## src/rtl/sig_l_serializer.sv

```systemverilog
// sig_l_serializer: takes one parallel sig_l group per handshake and streams
// its elements out one byte per beat, optionally followed by a modular
// checksum beat. Counts completed groups.
module sig_l_serializer #(
  parameter int BYTE_W     = 8,
  parameter int NUM_BYTES  = 3,
  parameter int APPEND_SUM = 1,
  parameter int CNT_W      = 16
) (
  input  logic              clk,
  input  logic              rst_n,
  input  logic [BYTE_W-1:0] sig_l [NUM_BYTES],
  input  logic              l_valid,
  output logic              l_ready,
  output logic [BYTE_W-1:0] out_data,
  output logic              out_valid,
  input  logic              out_ready,
  output logic              out_last,
  output logic [3:0]        out_idx,
  output logic [CNT_W-1:0]  grp_cnt
);

  typedef enum logic [1:0] {
    ST_IDLE,
    ST_DATA,
    ST_SUM
  } state_t;

  localparam logic [3:0]       LAST_DATA_IDX = 4'(NUM_BYTES - 1);
  localparam bit               HAS_SUM       = (APPEND_SUM != 0);
  localparam logic [CNT_W-1:0] CNT_ONE       = CNT_W'(1);

  state_t              r_state;
  logic [BYTE_W-1:0]   r_hold [NUM_BYTES];
  logic [BYTE_W-1:0]   r_acc;
  logic [3:0]          r_idx;
  logic [BYTE_W-1:0]   r_data;
  logic                r_valid;
  logic                r_last;
  logic [CNT_W-1:0]    r_cnt;

  state_t              w_stateNext;
  logic [BYTE_W-1:0]   w_accNext;
  logic [3:0]          w_idxNext;
  logic [BYTE_W-1:0]   w_dataNext;
  logic                w_validNext;
  logic                w_lastNext;
  logic [CNT_W-1:0]    w_cntNext;
  logic [BYTE_W-1:0]   w_curByte;
  logic [BYTE_W-1:0]   w_nextByte;
  logic [BYTE_W-1:0]   w_beatSum;
  logic                w_fire;
  logic                w_done;
  logic                w_capture;

  // A beat handshakes when the registered valid meets downstream ready; the
  // group completes on the handshake of the beat flagged as last.
  assign w_fire    = r_valid & out_ready;
  assign w_done    = w_fire & r_last;
  assign l_ready   = (r_state == ST_IDLE) | w_done;
  assign w_capture = l_valid & l_ready;
  assign w_beatSum = r_acc + w_curByte;

  assign out_data  = r_data;
  assign out_valid = r_valid;
  assign out_last  = r_last;
  assign out_idx   = r_idx;
  assign grp_cnt   = r_cnt;

  // Select the held byte for the current beat and the one after it.
  always_comb begin
    w_curByte  = '0;
    w_nextByte = '0;
    for (int i = 0; i < NUM_BYTES; i++) begin
      if (r_idx == 4'(i)) w_curByte = r_hold[i];
      if ((r_idx + 4'd1) == 4'(i)) w_nextByte = r_hold[i];
    end
  end

  // Next-state and next-output logic; capture overrides completion so a
  // waiting group follows the last beat without a bubble.
  always_comb begin
    w_stateNext = r_state;
    w_accNext   = r_acc;
    w_idxNext   = r_idx;
    w_dataNext  = r_data;
    w_validNext = r_valid;
    w_lastNext  = r_last;
    w_cntNext   = r_cnt;

    if (w_fire && (r_state == ST_DATA)) begin
      w_accNext = w_beatSum;
      w_idxNext = r_idx + 4'd1;
      if (r_idx == LAST_DATA_IDX) begin
        if (HAS_SUM) begin
          w_stateNext = ST_SUM;
          w_dataNext  = w_beatSum;
          w_lastNext  = 1'b1;
        end
      end else begin
        w_dataNext = w_nextByte;
        w_lastNext = !HAS_SUM && ((r_idx + 4'd1) == LAST_DATA_IDX);
      end
    end

    if (w_done) begin
      w_cntNext   = r_cnt + CNT_ONE;
      w_stateNext = ST_IDLE;
      w_validNext = 1'b0;
      w_lastNext  = 1'b0;
      w_idxNext   = '0;
    end

    if (w_capture) begin
      w_stateNext = ST_DATA;
      w_accNext   = '0;
      w_idxNext   = '0;
      w_dataNext  = sig_l[0];
      w_validNext = 1'b1;
      w_lastNext  = 1'b0;
    end
  end

  // State and registered outputs; reset discards any group in flight.
  always_ff @(posedge clk or negedge rst_n) begin
    if (!rst_n) begin
      r_state <= ST_IDLE;
      r_acc   <= '0;
      r_idx   <= '0;
      r_data  <= '0;
      r_valid <= 1'b0;
      r_last  <= 1'b0;
      r_cnt   <= '0;
    end else begin
      r_state <= w_stateNext;
      r_acc   <= w_accNext;
      r_idx   <= w_idxNext;
      r_data  <= w_dataNext;
      r_valid <= w_validNext;
      r_last  <= w_lastNext;
      r_cnt   <= w_cntNext;
    end
  end

  // Hold register samples the parallel group only at capture.
  always_ff @(posedge clk) begin
    if (w_capture) r_hold <= sig_l;
  end

endmodule

```

## config.mk

```make
export PLATFORM = sky130hd
export DESIGN_NAME = sig_l_serializer
export DESIGN_NICKNAME = d
export VERILOG_FILES = /design/src/rtl/sig_l_serializer.sv
export SDC_FILE = /design/constraint.sdc
export NUM_CORES = 1
export LEC_CHECK = 0
export CELL_PAD_IN_SITES_DETAIL_PLACEMENT = 1
export CELL_PAD_IN_SITES_GLOBAL_PLACEMENT = 2
export CORE_MARGIN = 2
export CORE_UTILIZATION = 35
export DETAILED_ROUTE_END_ITERATION = 12
export PLACE_DENSITY_LB_ADDON = 0.12
export SYNTH_ARGS = -nofsm -noshare
export SYNTH_HDL_FRONTEND = slang
export SYNTH_SLANG_ARGS = --single-unit
```

## constraint.sdc

```tcl
create_clock -name clk -period 7.5 [get_ports clk]
set_input_delay 1.5 -clock clk [delete_from_list [all_inputs] [get_ports clk]]
set_output_delay 1.5 -clock clk [all_outputs]
set_load 0.01 [all_outputs]
```

==> Changelog: implementation, run 1 <==
### Metrics

* Met3 GRT Util at roughly 3.7%
* Fillcell total at about 1000
* RSZ-0062 raised after global routing: no
* GRT Util Overall at 18.9%
* Max reg flops at 24
* Layout clock area frac at 3.98%
* Post-synth top cells: nand2_1, dfrtp_1, nor2_1
* CTS H-tree depth at 3
* Placed inst area at 0.00396 mm^2
* Setup TNS at 0 ns
* Tcrit/Tclk final at roughly 60%
* Hold_ws at between 0.4 and 0.5 ns
* Worst Setup EP: l_ready
* Psw at around 650 uW
* Non-clk bufs at around 60
* Most frequent CP cell: clkdlybuf4s50_1
* Worst hold endpoint: grp_cnt[15]$_DFFE_PN0P_
* Yosys warnings at 0
* Placed Cells incl. Taps at 487
* Met2 wire length at between 4000 and 5000 um
* Adder share at 6.32%
* Hold_buf cts at 0
* ANT cells at 0
* Sequential cell area at 0.00172 mm^2
* Ys flop type: dfrtp_1
* Critical-path top delay cell: clkdlybuf4s50_1
* Max Fclk at 223 MHz
* Clock slew at reported path FFs at 0.07 ns
* Die ar. at 0.0102 mm^2
* M2 GR Usage at 28.7%
* Slew Viols, Final at 0
* Post-Synth Simple-Gate Area at 18.0%
* Most frequent cells in the layout: nand2_1, clkdlybuf4s50_1, dfrtp_1, nor2_1, o21ai_0
* DRC violations left at 0
* Crit path kind: in -> out
* Comb pwr share at 48.8%
* Area share, top type at 30.5%
* Final setup viols at 0
* Vias per cell at between 5 and 6
* First-pass iteration count of the detailed router at 4
* Yosys stat area at 0.00329 mm^2
* Initial Util at 35.9%
* Pwr top: combinational cells
* Xor/xnor share at 6.40%
* DR WL met3 at 387 um
* Clk sinks at roughly 64
* Synth top cell by count: nand2_1
* Multi-In Gates at 245
* Routed Antenna Nets at 0
* Worst path depth at 4
* Relative slew slack at 34.2%
* EDFF count, synth at 24
* Layout Cells excl Fill at 503
* Yosys Instances at 329
* Setup ws final at 3.01 ns
* Top Layer Used: met4
* Synth Instances at 329
* Seq share, synth at 52.4%
* Inserted Clock Buffers at 9
* Startpoint Class: input pin
* WL final at 8800 um
* Top cells by area: dfrtp_1, edfxtp_1, nand2_1
* Hold Path Origin: grp_cnt[15]$_DFFE_PN0P_
* DP Wirelength at roughly 6000 um
* Initial DRC count at 89
* Status: finished, final reports clean
* Flop pwr share at 34.5%
* Comb area at roughly 0.0015 mm^2
* Port Buffer Count at 58
* Seq. pwr at around 530 uW
* Via count at roughly 2600
* Hold-critical path depth at 1
* IO Pins at 59
* Num tapcells at 111
* Slew @ Worst Pin at approximately 0.99 ns
* Global-route wire length before repair at roughly 15000 um
* Top comb family, area: simple AND/OR/NAND/NOR gates
* Final period demand of the worst path at around 4.5 ns
* Met1 GRT Util at 26.9%
* Final Hold Viols at 0
* Seq_cells at 64
* Setup bufs post-CTS at 0
* Power Total at 1.54 mW
* Maxcap violations at 0
run_1/pdn.png
Bar = 20 um. Pins as bars on the die edge.
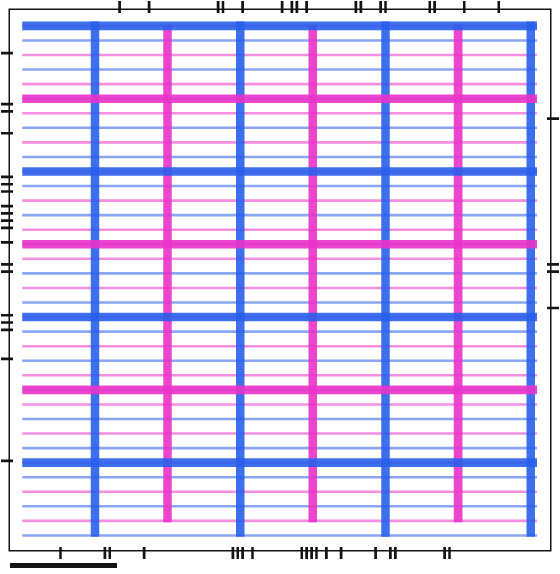
Magenta is VDD. Blue is VSS.
7 straps on met4. 59 signal pins sit on the boundary. 7 straps on met5. The core has 35 rows. 36 met1 rails follow the rows.
Die X: 101 um
Die Y: 101 um
core area: 0.00915 mm^2

run_1/cell_classes.png
Bar = 20 um.
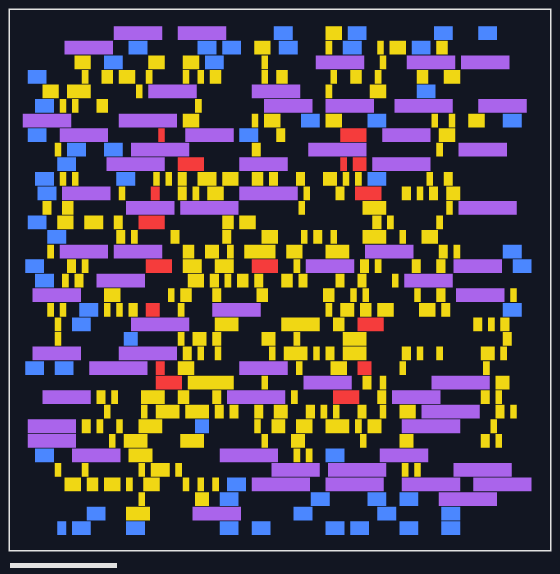
Yellow is all other logic, cells 252, share of their area 38%. Blue is other buffers and delay cells, cells 60, share of their area 15%. Red is clock drivers and dummy loads, cells 16, share of their area 4.1%. Purple is flip-flops, cells 64, share of their area 43%.
flop share of the area: 41.8%
Finished Core Util: 45.0%
fin area: 0.00412 mm^2
row count: 35

run_1/clock_map.png
Bar = 20 um.
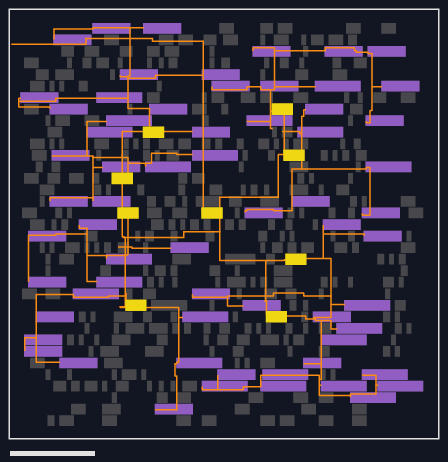
Orange is clock wires, length 983 um. Yellow is cells driving clock nets, count 9. Purple is flip-flops, count 64.
Position of the flops: widely spread.
power share of the clock group: 16.7%
Worst Clk Skew: 0.00803 ns
clock-net power: 257 uW
latest clock arrival within the worst-skew pair: 0.34 ns

run_1/metal_stack.png
Two of the layers only.
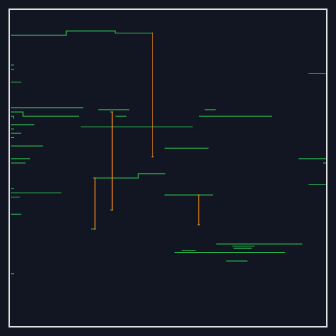

## Run 2: what changed since run 1
--- a/config.mk
+++ b/config.mk
@@ -8,7 +8,7 @@
 export CELL_PAD_IN_SITES_DETAIL_PLACEMENT = 1
 export CELL_PAD_IN_SITES_GLOBAL_PLACEMENT = 2
 export CORE_MARGIN = 2
-export CORE_UTILIZATION = 35
+export CORE_UTILIZATION = 33
 export DETAILED_ROUTE_END_ITERATION = 12
 export PLACE_DENSITY_LB_ADDON = 0.12
 export SYNTH_ARGS = -nofsm -noshare
==> constraint.sdc (replaced) <==
create_clock -name clk -period 4.23 [get_ports clk]
set_input_delay 0.846 -clock clk [delete_from_list [all_inputs] [get_ports clk]]
set_output_delay 0.846 -clock clk [all_outputs]
set_load 0.01 [all_outputs]
run_2/metal_stack.png
Two of the layers only.
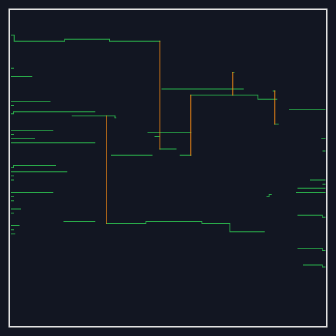
Green is met3, wire length 451 um. Orange is met4, wire length 109 um.

==> run 2 against run 1 <==
  * Hold slack improved by 0.011 ns
  * Clock power rose to 2.5 times the previous value
  * Flip-flop count did not move
  * Die size rose by 5.8%
==> Changelog: implementation, run 2 <==
### Metrics

* DR WL met3 at 450 um (was 387 um)
* Met1 GRT Util at 22.9% (was 26.9%)
* Final setup viols at 0 (unchanged)
* Max Fclk at 291 MHz
* Xor/xnor share at 6.40% (unchanged)
* Final period demand of the worst path at 3.44 ns
* Non-clk bufs at 65 (was 60)
* Setup bufs post-CTS at 0 (unchanged)
* Clock slew at reported path FFs at 0.08 ns (was 0.07 ns)
* Vias per cell at 4.95 (was 5.21)
* Post-synth top cells: nand2_1, dfrtp_1, nor2_1 (unchanged)
* Die X at 104 um (was 101 um)
* Most frequent cells in the layout: nand2_1, clkdlybuf4s50_1, dfrtp_1, nor2_1, o21ai_0 (unchanged)
* Routed Antenna Nets at 0 (unchanged)
* Initial Util at 33.8% (was 35.9%)
* Yosys warnings at 0 (unchanged)
* Maxcap violations at 0 (unchanged)
* Clk sinks at 64 (unchanged)
* Tcrit/Tclk final at a little over 80%
* Met2 wire length at 4130 um (was 4050 um)
* Num tapcells at 133 (was 111)
* CTS H-tree depth at 3 (unchanged)
* Synth top cell by count: nand2_1 (unchanged)
* Seq share, synth at 52.4% (unchanged)
* Pwr top: combinational cells (unchanged)
* Hold_buf cts at 0 (unchanged)
* Synth Instances at 329 (unchanged)
* Startpoint Class: register (was input pin)
* Layout Cells excl Fill at 530 (was 503)
* Power share of the clock group at 22.1% (was 16.7%)
* Die Y at 104 um (was 101 um)
* Global-route wire length before repair at 15000 um (was 14800 um)
* Hold_ws at 0.477 ns (was 0.466 ns)
* Psw at 1.15 mW (was 647 uW)
* Crit path kind: reg -> reg (was in -> out)
* Area share, top type at 30.5% (unchanged)
* Adder share at 6.32% (unchanged)
* Comb area at 0.00148 mm^2 (unchanged)
* Worst hold endpoint: grp_cnt[15]$_DFFE_PN0P_ (unchanged)
* Die ar. at 0.0108 mm^2 (was 0.0102 mm^2)
* Fillcell total at 1145 (was 1016)
* Max reg flops at 24 (unchanged)
* Placed Cells incl. Taps at 514 (was 487)
* ANT cells at 0 (unchanged)
* Via count at 2621 (unchanged)
* Critical-path top delay cell: nor4b_4 (was clkdlybuf4s50_1)
* Fin area at 0.00427 mm^2 (was 0.00412 mm^2)
* Setup ws final at 0.791 ns (was 3.01 ns)
* Clock-net power at 653 uW (was 257 uW)
* Status: finished, final reports clean (unchanged)
* Worst Clk Skew at 0.0103 ns (was 0.00803 ns)
* Layout clock area frac at 5.72% (was 3.98%)
* Yosys Instances at 329 (unchanged)
* RSZ-0062 raised after global routing: no (unchanged)
* Finished Core Util at 43.9% (was 45.0%)
* Worst path depth at 14 (was 4)
* Hold Path Origin: grp_cnt[15]$_DFFE_PN0P_ (unchanged)
* Latest clock arrival within the worst-skew pair at 0.36 ns (was 0.34 ns)
* Seq_cells at 64 (unchanged)
* Worst Setup EP: out_data[6]$_DFFE_PN0P_ (was l_ready)
* Placed inst area at 0.00402 mm^2 (was 0.00396 mm^2)
* Yosys stat area at 0.00329 mm^2 (unchanged)
* Top comb family, area: simple AND/OR/NAND/NOR gates (unchanged)
* GRT Util Overall at 17.8% (was 18.9%)
* M2 GR Usage at 28.8% (was 28.7%)
* Row count at 36 (was 35)
* Slew @ Worst Pin at 1.00 ns (was 0.987 ns)
* Comb pwr share at 45.7% (was 48.8%)
* DP Wirelength at 6090 um (was 6080 um)
run_2/final_placement.png
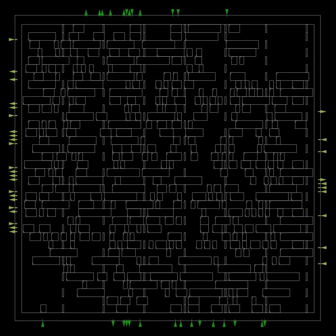

## Run 3: what changed since run 2
==> constraint.sdc (replaced) <==
create_clock -name clk -period 3.5 [get_ports clk]
set_input_delay 0.7 -clock clk [delete_from_list [all_inputs] [get_ports clk]]
set_output_delay 0.7 -clock clk [all_outputs]
set_load 0.01 [all_outputs]
run_3/final_placement.png
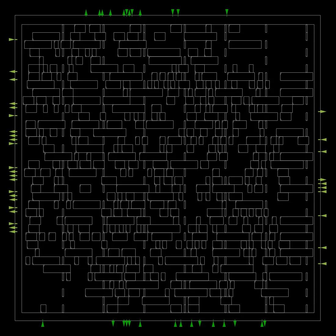
seq_cells: 64
Layout Cells excl Fill: 537
row count: 36

==> run 3 against run 2 <==
  * Worst setup slack got worse by 0.43 ns
  * Utilization up 0.32 points
  * Cell area up 0.73%
  * Critical path depth decreased by 1
  * Sequential share of layout area shrank 0.26 points
  * Hold slack better by 0.0030 ns
  * Count of clock-buffer cells in the layout increased by 1
  * Register-to-register slack lost 0.43 ns
  * Die size is the same
  * Critical endpoint is now out_data[7]$_DFFE_PN0P_
  * Largest power group unchanged
==> Changelog: implementation, run 3 <==
### Metrics

* Hold-critical path depth at 1 (unchanged)
* Status: finished, final reports clean (unchanged)
* Post-synth top cells: nand2_1, dfrtp_1, nor2_1 (unchanged)
* Seq. pwr at 1.15 mW (was 950 uW)
* Worst path depth at 13 (was 14)
* Slew Viols, Final at 0 (unchanged)
* Xor/xnor share at 6.40% (unchanged)
* Final period demand of the worst path at 3.14 ns (was 3.44 ns)
* Hold Path Origin: grp_cnt[15]$_DFFE_PN0P_ (unchanged)
* Num tapcells at 133 (unchanged)
* Met1 GRT Util at 23.1% (was 22.9%)
* Comb area at 0.00149 mm^2 (was 0.00148 mm^2)
* First-pass iteration count of the detailed router at 4 (unchanged)
* Critical-path top delay cell: dfrtp_1 (was nor4b_4)
* WL final at 8930 um (was 8840 um)
* Latest clock arrival within the worst-skew pair at 0.35 ns (was 0.36 ns)
* Final setup viols at 0 (unchanged)
* Port Buffer Count at 58 (unchanged)
* Area share, top type at 30.5% (unchanged)
* Ys flop type: dfrtp_1 (unchanged)
* Yosys Instances at 329 (unchanged)
* Non-clk bufs at 72 (was 65)
* Comb pwr share at 48.0% (was 45.7%)
* Yosys stat area at 0.00329 mm^2 (unchanged)
* Seq share, synth at 52.4% (unchanged)
* Routed Antenna Nets at 0 (unchanged)
* DR WL met3 at 406 um (was 450 um)
* Psw at 1.41 mW (was 1.15 mW)
* Via count at 2664 (was 2621)
* Hold_ws at 0.480 ns (was 0.477 ns)
* Power Total at 3.54 mW (was 2.95 mW)
* Setup TNS at 0 ns (unchanged)
* Clock slew at reported path FFs at 0.08 ns (about the same)
* Fillcell total at 1118 (was 1145)
* Multi-In Gates at 245 (unchanged)
* DP Wirelength at 6370 um (was 6090 um)
* Layout clock area frac at 5.01% (was 5.72%)
* Clock-net power at 691 uW (was 653 uW)
* Die X at 104 um (unchanged)
* RSZ-0062 raised after global routing: no (unchanged)
* Pwr top: combinational cells (unchanged)
* Global-route wire length before repair at 15000 um (about the same)
* Die ar. at 0.0108 mm^2 (unchanged)
* ANT cells at 0 (unchanged)
* Synth top cell by count: nand2_1 (unchanged)
* Placed Cells incl. Taps at 519 (was 514)
* Maxcap violations at 0 (unchanged)
* Adder share at 6.32% (unchanged)
* Most frequent CP cell: ha_1
* Fin area at 0.00430 mm^2 (was 0.00427 mm^2)
* Flop pwr share at 32.5% (was 32.2%)
* Finished Core Util at 44.2% (was 43.9%)
* Setup ws final at 0.361 ns (was 0.791 ns)
* CTS H-tree depth at 3 (unchanged)
* Setup bufs post-CTS at 0 (unchanged)
* IO Pins at 59 (unchanged)
* DRC violations left at 0 (unchanged)
* Vias per cell at 4.96 (was 4.95)
* Top Layer Used: met4 (unchanged)
* Startpoint Class: register (unchanged)
Power is estimated from default activity; no workload was simulated.
